Design branch_target_buffer, sky130hd; sources not shown.
**Logic cells by family**

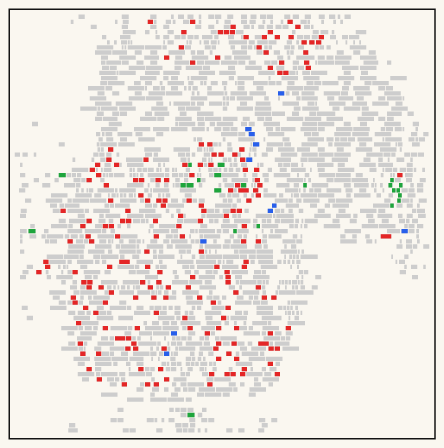
legend:
  AND and OR gates:
    color: green
    cells: 22
    most_used: and2_1
  AND-OR and OR-AND gates:
    color: blue
    cells: 11
    most_used: o211a_1
  XOR/XNOR gates:
    color: red
    cells: 188
    most_used: xnor2_1
Final Non-Filler Cells: 2344
Comb area share: 0.393
Commonest Layout Cell: dfrtp_1

**Routing congestion map**

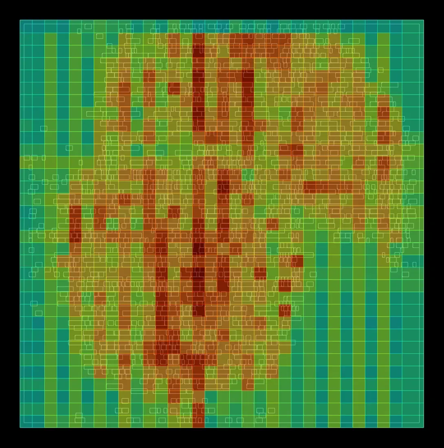
most used routing layer in global routing: met2
grt met3 use: 0.0179
GRT Overall Usage: 0.204
routing usage on met1: 0.280

**Routed metal, one color a layer**

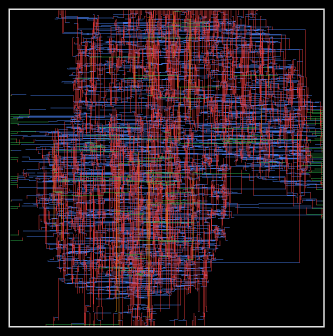
legend:
  met4:
    color: orange
    wire_length: 1210 um
  met1:
    color: blue
    wire_length: 23.5 mm
  met2:
    color: red
    wire_length: 25.9 mm
  met3:
    color: green
    wire_length: 1980 um
Vias: 11500
final wirelength: 52600 um

**Met2 routing**

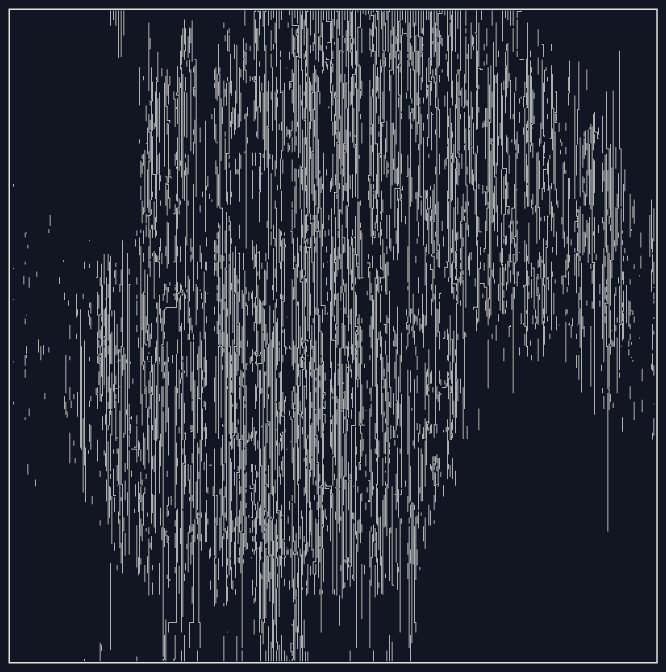
share of all routed wire: 49%
wire length on this layer: 25.9 mm
main direction: vertical
nets with wire on the layer: 1606
GRT met2 Usage: 0.342

==> summary.txt <==
Post-Route Setup TNS: -17270 ps
Least-Margin Pin Slew: 748 ps
most numerous logic cells after layout: dfrtp_1, buf_4, mux2_2
Critical Path RT: 2300 ps
Setup crit end kind: output pin
Largest register FFs: 128
CTS clock-pin slew for the worst setup and hold paths: 60 ps
cell total in the yosys stat output: 1232
Final setup viols: 34
Crit path depth: 9
post-synth top area cell: dfrtp_1
slack of the critical path: -556 ps
CTS tree: done
status: finished, violations left
ratio of cells with drive above 1 in the final layout: 0.438
CTS Buf Count: 31
flop count: 252
P&R area growth vs syn: 40.7%
slowest stage cell, crit path: mux4_2
violated checks: negative setup slack
clock distribution power: 4.04 mW
No activity file was given, so power comes from the tool's default toggle rates.
